Fig. 1: run 1, sequential cells coloured by netlist name
Other cells in grey.
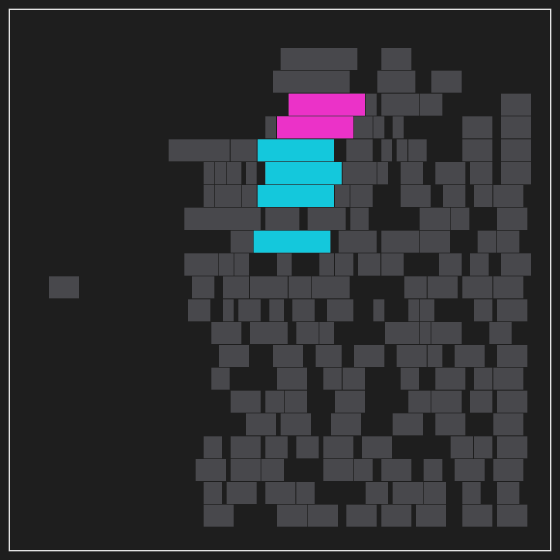
Fig. 2: run 1, cells coloured by class
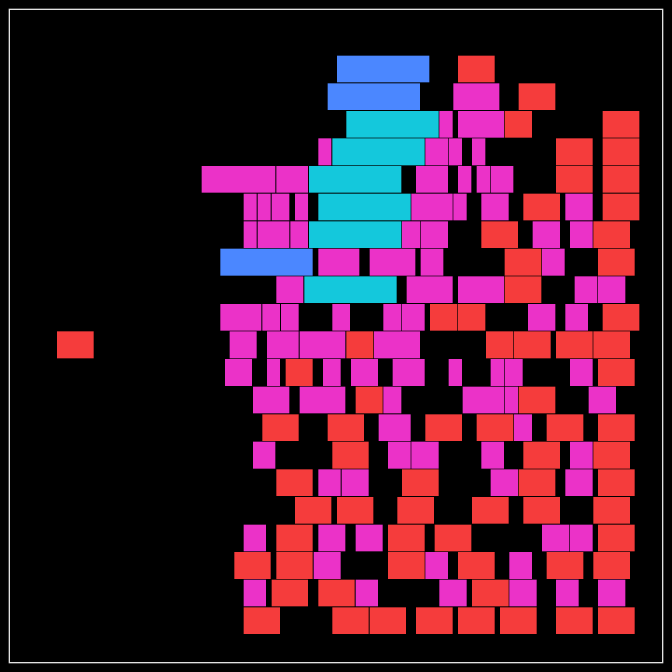
Fig. 3: run 1, the clock network
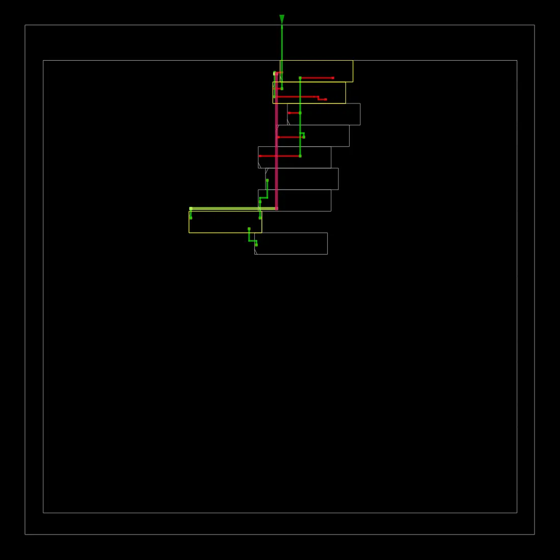
**config.mk**
```make
export PLATFORM = sky130hd
export DESIGN_NAME = wb_rom_arbiter
export DESIGN_NICKNAME = d
export VERILOG_FILES = /design/src/rtl/wb_rom_arbiter.sv
export SDC_FILE = /design/constraint.sdc
export NUM_CORES = 1
export LEC_CHECK = 0
export CORE_MARGIN = 2
export CORE_UTILIZATION = 29
export CTS_BUF_LIST = sky130_fd_sc_hd__clkbuf_16
export DETAILED_ROUTE_END_ITERATION = 10
export PLACE_DENSITY = 0.81
export SYNTH_ARGS = -nofsm -noshare
export SYNTH_HDL_FRONTEND = slang
export SYNTH_SLANG_ARGS = --single-unit
```
**constraint.sdc**
```tcl
create_clock -name clk -period 3.1 [get_ports clk]
set_input_delay 0.465 -clock clk [delete_from_list [all_inputs] [get_ports clk]]
set_output_delay 0.465 -clock clk [all_outputs]
set_load 0.005 [all_outputs]
```
**src/rtl/wb_rom_arbiter.sv**
```systemverilog
// Two-master Wishbone arbiter sharing the program ROM between instruction fetch (m0) and a second reader (m1).
// Define WB_ROM_ARBITER_ROUND_ROBIN_EN for round-robin contention; otherwise m0 has fixed priority.
module wb_rom_arbiter #(
    parameter int MAX_OUTSTANDING = 2,
    parameter int ADR_W           = 16
) (
    input  logic             clk,
    input  logic             rst_n,
    // master 0: instruction fetch
    input  logic             m0_cyc,
    input  logic             m0_stb,
    input  logic [ADR_W-1:0] m0_adr,
    output logic [15:0]      m0_dat_o,
    output logic             m0_ack,
    output logic             m0_stall,
    // master 1: secondary reader
    input  logic             m1_cyc,
    input  logic             m1_stb,
    input  logic [ADR_W-1:0] m1_adr,
    output logic [15:0]      m1_dat_o,
    output logic             m1_ack,
    output logic             m1_stall,
    // ROM slave
    output logic             s_cyc,
    output logic             s_stb,
    output logic [ADR_W-1:0] s_adr,
    input  logic [15:0]      s_dat_s,
    input  logic             s_ack,
    input  logic             s_stall
);

    typedef enum logic [1:0] {
        IDLE   = 2'd0,
        GRANT0 = 2'd1,
        GRANT1 = 2'd2
    } state_t;

    localparam logic [3:0] MAX_CNT = 4'(MAX_OUTSTANDING);

    state_t     state_reg, state_next;
    logic [3:0] count_reg, count_next;
    logic       full;
    logic       accept;
    logic       ack_valid;
    logic       pick1;

    assign full      = (count_reg == MAX_CNT);
    assign accept    = s_cyc & s_stb & ~s_stall;
    // An ack with nothing outstanding is a slave protocol error and is swallowed.
    assign ack_valid = s_ack & (count_reg != 4'd0);

`ifdef WB_ROM_ARBITER_ROUND_ROBIN_EN
    logic rr_ptr_reg;

    assign pick1 = m1_cyc & (~m0_cyc | rr_ptr_reg);

    // Point at the other master whenever a grant is issued.
    always_ff @(posedge clk or negedge rst_n) begin
        if (!rst_n) begin
            rr_ptr_reg <= 1'b0;
        end else if ((state_reg == IDLE) && (m0_cyc || m1_cyc)) begin
            rr_ptr_reg <= ~pick1;
        end
    end
`else
    assign pick1 = m1_cyc & ~m0_cyc;
`endif

    always_ff @(posedge clk or negedge rst_n) begin
        if (!rst_n) begin
            state_reg <= IDLE;
            count_reg <= 4'd0;
        end else begin
            state_reg <= state_next;
            count_reg <= count_next;
        end
    end

    always_comb begin
        count_next = count_reg;
        case ({accept, ack_valid})
            2'b10:   count_next = count_reg + 4'd1;
            2'b01:   count_next = count_reg - 4'd1;
            default: count_next = count_reg;
        endcase
    end

    // A grant is held until its master has dropped cyc and every late ack has drained.
    always_comb begin
        state_next = state_reg;
        case (state_reg)
            IDLE: begin
                if (m0_cyc || m1_cyc) begin
                    state_next = pick1 ? GRANT1 : GRANT0;
                end
            end
            GRANT0: begin
                if (!m0_cyc && (count_reg == 4'd0)) begin
                    state_next = IDLE;
                end
            end
            GRANT1: begin
                if (!m1_cyc && (count_reg == 4'd0)) begin
                    state_next = IDLE;
                end
            end
            default: state_next = IDLE;
        endcase
    end

    // Acks arriving after an abort (cyc already low) are consumed, not routed.
    always_comb begin
        s_cyc    = 1'b0;
        s_stb    = 1'b0;
        s_adr    = '0;
        m0_ack   = 1'b0;
        m1_ack   = 1'b0;
        m0_stall = m0_stb;
        m1_stall = m1_stb;
        case (state_reg)
            GRANT0: begin
                s_cyc    = m0_cyc;
                s_stb    = m0_stb & ~full;
                s_adr    = m0_adr;
                m0_ack   = ack_valid & m0_cyc;
                m0_stall = s_stall | full;
            end
            GRANT1: begin
                s_cyc    = m1_cyc;
                s_stb    = m1_stb & ~full;
                s_adr    = m1_adr;
                m1_ack   = ack_valid & m1_cyc;
                m1_stall = s_stall | full;
            end
            default: begin
                s_cyc = 1'b0;
            end
        endcase
    end

    assign m0_dat_o = s_dat_s;
    assign m1_dat_o = s_dat_s;

endmodule

```
==> results_dict.tcl, run 1 <==
# metrics dict for downstream scripts
set metrics [dict create \
    mi_logic_area_um2 609 \
    comb_cells 82 \
    worst_path_largest_cell_delay_ns 0.53 \
    detail-route-antenna-nets 0 \
    status "completed" \
    syn_inst 133 \
    register_area_um2 150 \
    vias 1013 \
    place.gp.congestion 0.873 \
    timing.rr.start "state_reg[0]$_DFFE_PN0P_" \
    finalClockPeriodUsage 0.871 \
    ys_seq_elements 6 \
    warnings 29 \
    nWellTaps 46 \
    ff2ff_setup_slack_ns 0.40 \
    syn_to_final_growth_pct 49.9 \
    yosys-stat-cells 133 \
    hold_path_class "input port to async pin" \
    ys_warn_count 0 \
    hold_ws_ns 0.475 \
    worstSetupPathType "flop to flop" \
    fin_ws_ns 0.401 \
    top_cell "buf_4" \
    start_kind "flop" \
    combPwrFrac 0.705 \
    largestClassByArea "buffers" \
    n_antenna_cell 0 \
    top_layer "met4" \
    area_leaders "buf_4 (23%), dfrtp_1 (14%), a22oi_1 (12%), nor2b_1 (11%), ha_1 (8.3%)" \
    slew_headroom 0.760 \
    simple_gate_share 0.212 \
    clk_latency_ns 0.23 \
    crit_slowest_cell "or4b_1" \
    critPathLaunch "state_reg[0]$_DFFE_PN0P_" \
    critPathMaxFanout 4 \
    clk_share 0.0475 \
    crit_arrival_ns 2.80 \
    die_x_um 64.3 \
    worst_pin_slew_ns 0.358 \
    seq_power_share 0.135 \
    io_pins 110 \
    fmax_mhz 371 \
    overflow 0 \
    busiest_layer "met2" \
    pwr-share-clk 0.160 \
    finalNonFillerCells 212 \
    wl_met3_um 261 \
    rsz0062_at_grt "false" \
    ir_drop_mv 0.229 \
    routed_via_density 4.78 \
    critical-path-top-delay-family "simple AND/OR/NAND/NOR gates" \
    wl_per_cell_um 12.9 \
    tns_ns 0 \
    path_buffers 1 \
    wirelength_um 2730 \
    p_leak_uw 0.000600 \
    edf_count 0 \
    dieHeight_um 64.3 \
    ys_chip_area_um2 1050 \
    grt_max_degree 21 \
    finalCriticalPeriod_ns 2.70 \
    dr.pass1.iters 4 \
    grt_pass1_vias 897 \
    pg_clk_uw 204 \
    reg2reg_to "count_reg[3]$_DFFE_PN0P_" \
    layout.nonclk_buf_frac 0.419 \
    antenna_found_initial 0 \
    syn_avg_cell_area_um2 7.93 \
    cts_sinks 6 \
    intPower_uw 792 \
    logic_family "buffers and inverters" \
    buffers 68 \
    setup_viol 0 \
    fp_util 0.309 \
    synthDistinctLibCells 30 \
    cap_violations 0 \
    slew_violations 0 \
    grt_pass1_wl_um 4130 \
    power-top-group "combinational logic" \
    synth_top_area_share 0.235 \
    path_cells "inv_1, ha_1, mux2_1, nand2_1, or3b_1, ha_1, ha_1, or4b_1, o311ai_1, o211ai_1" \
    yosys.area.top_type "buf_4" \
    syn_area_um2 1050 \
    use_met2 0.206 \
    swShare 0.381 \
    fillers 348 \
    yosysSeqAreaShare 0.142 \
    drt_iter0_markers 23 \
    route.met2.wl_um 1270 \
    synthAoiAreaFrac 0.225 \
    post-place-ws_ns 0.205 \
    pg_comb_uw 903 \
    ys_sh_mux 0.0214 \
    inverters 7 \
    fp_nets 197 \
    critPathCaptureType "flop" \
    hold_viol_final 0 \
    power.density_nw_per_um2 810 \
    track_usage 0.123 \
    p_sw_uw 488 \
    htreeDepth 1 \
    clk_pin_slew_ns 0.03 \
    drc 0 \
    dp_cells 209 \
    synth-main-ff-cell "dfrtp_1" \
    tritoncts "done" \
    dpl.hpwl_um 2170 \
    totalPowerFinal_uw 1280 \
    largest_reg_flops 4 \
    postCtsSetupRepairBufs 0 \
    ys_sh_adder 0.102 \
    cp_data_required_time_ns 3.20 \
    synthTopCellsByCount "buf_4 (33), nor2b_1 (18), a22oi_1 (17)" \
    dpl_cell_area_um2 1510 \
    met1Wirelength_um 1130 \
    final_cell_mix "clkdlybuf4s50_1 (61), nor2b_1 (18), a22oi_1 (17)" \
    drive_gt1_frac 0.0723 \
    numCtsBuffers 3 \
    xor_share 0.0166 \
    nNetsFinal 232 \
    path_common_cell "ha_1" \
    port_buffers 61 \
    layout.cells.most_common "clkdlybuf4s50_1" \
    sh_comb_area 0.385 \
    root_buffer "clkbuf_16" \
    met3_usage 0.0423 \
    async_reset_ff_frac 1.00 \
    cp.depth 10 \
    cts_hold_buf 0 \
    die_area_um2 4140 \
    cp-endpoint "count_reg[3]$_DFFE_PN0P_" \
    r2r_cells 10 \
    ctsResizeCount 0 \
]
About Fig. 1:
colour	signal	flops
cyan	count_reg	4
magenta	state_reg	2
flop share of the area: 0.0949
Power Sequential: 173 µW

About Fig. 2:
colour	class	cells	share of their area
cyan	sequential cells	6	9.9%
magenta	remaining logic cells	89	42%
red	remaining buffers and delay cells	68	44%
blue	clock-net drivers	3	4.9%
Site Rows: 21
Final Util: 0.463
core area: 3420 µm²
Non-Filler Cell Area, Final: 1580 µm²

About Fig. 3:
Worst Clk Skew: 0.00190 ns
Seq cells: 6
CLK BUF: 3

## Run 2: what changed since run 1
Settings changed: CORE_UTILIZATION 29 to 30, CTS_BUF_LIST sky130_fd_sc_hd__clkbuf_16 to sky130_fd_sc_hd__clkbuf_8, PLACE_DENSITY 0.81 to 0.84.
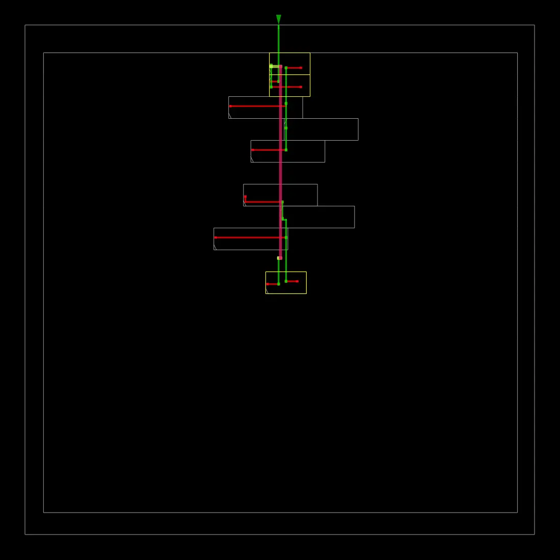
Fig. 4. The clock network (run 2).
clock network latency to the later pin of the worst-skew pair: 0.22 ns
Worst Clk Skew: 0.00177 ns
Num CTS Buffers: 3
clock sinks: 6
Clk. pwr: 117 µW

==> results_dict.tcl, run 2 <==
# metrics dict for downstream scripts
set metrics [dict create \
    top_layer "met4" \
    crit_arrival_ns 2.80 \
    wl_per_cell_um 13.1 \
    pwr-share-clk 0.098 \
    largest_reg_flops 4 \
    die_x_um 63.3 \
    root_buffer "clkbuf_8" \
    path_cells "clkdlybuf4s50_1, mux2_1, nand2_1, or3b_1, ha_1, ha_1, or4b_1, o311ai_1, o211ai_1" \
    power.density_nw_per_um2 772 \
    slew_violations 0 \
    fillers 351 \
    hold_path_class "input port to async pin" \
    clk_share 0.0267 \
    crit_slowest_cell "or4b_1" \
    grt_pass1_vias 1092 \
    route.met2.wl_um 1400 \
    seq_share 0.0970 \
    p_leak_uw 0.000585 \
    dieHeight_um 63.3 \
    dr.pass1.iters 4 \
    simple_gate_share 0.212 \
    area_leaders "buf_4 (23%), dfrtp_1 (14%), a22oi_1 (12%), nor2b_1 (11%), ha_1 (8.3%)" \
    ys_sh_adder 0.102 \
    comb_cells 82 \
    clk_pin_slew_ns 0.04 \
    mi_logic_area_um2 609 \
    yosysSeqAreaShare 0.142 \
    synth_top_area_share 0.235 \
    yosys.area.top_type "buf_4" \
    design_area_um2 1550 \
    path_buffers 1 \
    layout.nonclk_buf_frac 0.428 \
    drt_iter0_markers 62 \
    syn_avg_cell_area_um2 7.93 \
    critPathCaptureType "flop" \
    status "completed" \
    overflow 0 \
    warnings 29 \
    vias 1012 \
    dp_cells 209 \
    worst_path_largest_cell_delay_ns 0.52 \
    ctsResizeCount 0 \
    htreeDepth 1 \
    rsz0062_at_grt "false" \
    ys_warn_count 0 \
    cts_buffer_depth 2 \
    cp-endpoint "count_reg[3]$_DFFE_PN0P_" \
    swShare 0.406 \
    start_kind "input port" \
    xor_share 0.0166 \
    port_buffers 61 \
    async_reset_ff_frac 1.00 \
    synthAoiAreaFrac 0.225 \
    io_pins 110 \
    row_count 21 \
    critPathLaunch "m1_stb" \
    synthDistinctLibCells 30 \
    synthTopCellsByCount "buf_4 (33), nor2b_1 (18), a22oi_1 (17)" \
    reg2reg_to "count_reg[3]$_DFFE_PN0P_" \
    wirelength_um 2780 \
    pg_comb_uw 905 \
    critical-path-top-delay-family "simple AND/OR/NAND/NOR gates" \
    worst_pin_slew_ns 0.362 \
    clock_buffers 3 \
    routed_via_density 4.77 \
    drc 0 \
    met3_usage 0.0339 \
    finalClockPeriodUsage 0.872 \
    p_sw_uw 485 \
    r2r_cells 10 \
    detail-route-antenna-nets 0 \
    n_antenna_cell 0 \
    syn_area_um2 1050 \
    ys_chip_area_um2 1050 \
    totalPowerFinal_uw 1190 \
    ir_drop_mv 0.176 \
    track_usage 0.143 \
    antenna_found_initial 0 \
    setup_viol 0 \
    path_common_cell "ha_1" \
    pg_seq_uw 173 \
    register_area_um2 150 \
    fp_util 0.314 \
    worstSetupPathType "input port to flop" \
    cap_violations 0 \
    post-place-ws_ns 0.188 \
    largestClassByArea "buffers" \
    critPathMaxFanout 3 \
    top_cell "buf_4" \
    layout.cells.most_common "clkdlybuf4s50_1" \
    cp_data_required_time_ns 3.19 \
    nWellTaps 46 \
    tritoncts "done" \
    fin_ws_ns 0.397 \
    use_met2 0.263 \
    dpl.hpwl_um 2280 \
    fmax_mhz 370 \
    ys_sh_mux 0.0214 \
    cp.depth 9 \
    postCtsSetupRepairBufs 0 \
    met1Wirelength_um 1110 \
    finalCriticalPeriod_ns 2.70 \
    post-route-util 0.460 \
    timing.rr.start "state_reg[0]$_DFFE_PN0P_" \
    nNetsFinal 232 \
    power-top-group "combinational logic" \
    tns_ns 0 \
    combPwrFrac 0.757 \
    ys_seq_elements 6 \
    ff2ff_setup_slack_ns 0.40 \
    fp_nets 197 \
    yosys-stat-cells 133 \
    seq_power_share 0.145 \
    place.gp.congestion 0.875 \
    final_cell_mix "clkdlybuf4s50_1 (61), nor2b_1 (18), a22oi_1 (17)" \
    die_area_um2 4010 \
    finalNonFillerCells 212 \
    syn_inst 133 \
    synth-main-ff-cell "dfrtp_1" \
    logic_family "buffers and inverters" \
    slew_headroom 0.757 \
    grt_max_degree 21 \
    drive_gt1_frac 0.0723 \
    intPower_uw 710 \
    hold_viol_final 0 \
    buffers 68 \
    busiest_layer "met2" \
    grt_pass1_wl_um 4820 \
    inverters 7 \
    edf_count 0 \
    core_um2 3360 \
    syn_to_final_growth_pct 46.7 \
    wl_met3_um 238 \
    sh_comb_area 0.394 \
    nFlopsAndLatches 6 \
    hold_ws_ns 0.477 \
    cts_hold_buf 0 \
    dpl_cell_area_um2 1510 \
]
## Run 3: what changed since run 2
Settings changed: CTS_CLUSTER_SIZE from default to 25.
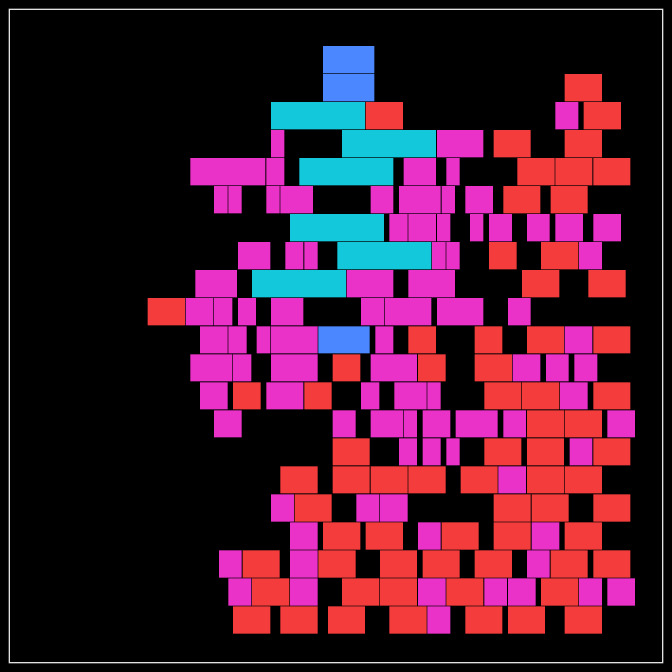
Fig. 5. Cells coloured by class (run 3).
colour	class	cells	share of their area
magenta	remaining logic cells	89	43%
red	remaining buffers and delay cells	68	45%
blue	clock-net drivers	3	2.8%
cyan	sequential cells	6	10%
core area: 3360 µm²
Final Util: 0.460
Non-Filler Cell Area, Final: 1550 µm²
flop share of the area: 0.0970

==> results_dict.tcl, run 3 <==
# metrics dict for downstream scripts
set metrics [dict create \
    status "completed" \
    hold_viol_final 0 \
    fillers 351 \
    synthDistinctLibCells 30 \
    clock_buffers 3 \
    path_common_cell "ha_1" \
    top_layer "met4" \
    path_buffers 1 \
    drc 0 \
    yosysSeqAreaShare 0.142 \
    synthTopCellsByCount "buf_4 (33), nor2b_1 (18), a22oi_1 (17)" \
    die_x_um 63.3 \
    hold_ws_ns 0.477 \
    grt_max_degree 21 \
    syn_avg_cell_area_um2 7.93 \
    finalNonFillerCells 212 \
    cts_buffer_depth 2 \
    start_kind "input port" \
    swShare 0.406 \
    fp_nets 197 \
    cp-endpoint "count_reg[3]$_DFFE_PN0P_" \
    warnings 29 \
    power.density_nw_per_um2 772 \
    n_antenna_cell 0 \
    ir_drop_mv 0.176 \
    cts_hold_buf 0 \
    met3_usage 0.0339 \
    comb_cells 82 \
    cp.depth 9 \
    grt_pass1_wl_um 4820 \
    syn_to_final_growth_pct 46.7 \
    port_buffers 61 \
    inverters 7 \
    finalClockPeriodUsage 0.872 \
    track_usage 0.143 \
    setup_viol 0 \
    dp_cells 209 \
    p_sw_uw 485 \
    cts_sinks 6 \
    synthAoiAreaFrac 0.225 \
    ys_seq_elements 6 \
    vias 1012 \
    io_pins 110 \
    tns_ns 0 \
    place.gp.congestion 0.875 \
    ys_chip_area_um2 1050 \
    critPathLaunch "m1_stb" \
    seq_power_share 0.145 \
    syn_area_um2 1050 \
    drt_iter0_markers 62 \
    area_leaders "buf_4 (23%), dfrtp_1 (14%), a22oi_1 (12%), nor2b_1 (11%), ha_1 (8.3%)" \
    power-top-group "combinational logic" \
    route.met2.wl_um 1400 \
    reg2reg_to "count_reg[3]$_DFFE_PN0P_" \
    clk_latency_ns 0.22 \
    nNetsFinal 232 \
    grt_pass1_vias 1092 \
    xor_share 0.0166 \
    worstSetupPathType "input port to flop" \
    async_reset_ff_frac 1.00 \
    die_area_um2 4010 \
    cp_data_required_time_ns 3.19 \
    buffers 68 \
    root_buffer "clkbuf_8" \
    clk_share 0.0267 \
    post-place-ws_ns 0.188 \
    busiest_layer "met2" \
    synth_top_area_share 0.235 \
    nFlopsAndLatches 6 \
    yosys.area.top_type "buf_4" \
    met1Wirelength_um 1110 \
    ys_sh_mux 0.0214 \
    simple_gate_share 0.212 \
    critPathCaptureType "flop" \
    cap_violations 0 \
]
Power is estimated from default activity; no workload was simulated.
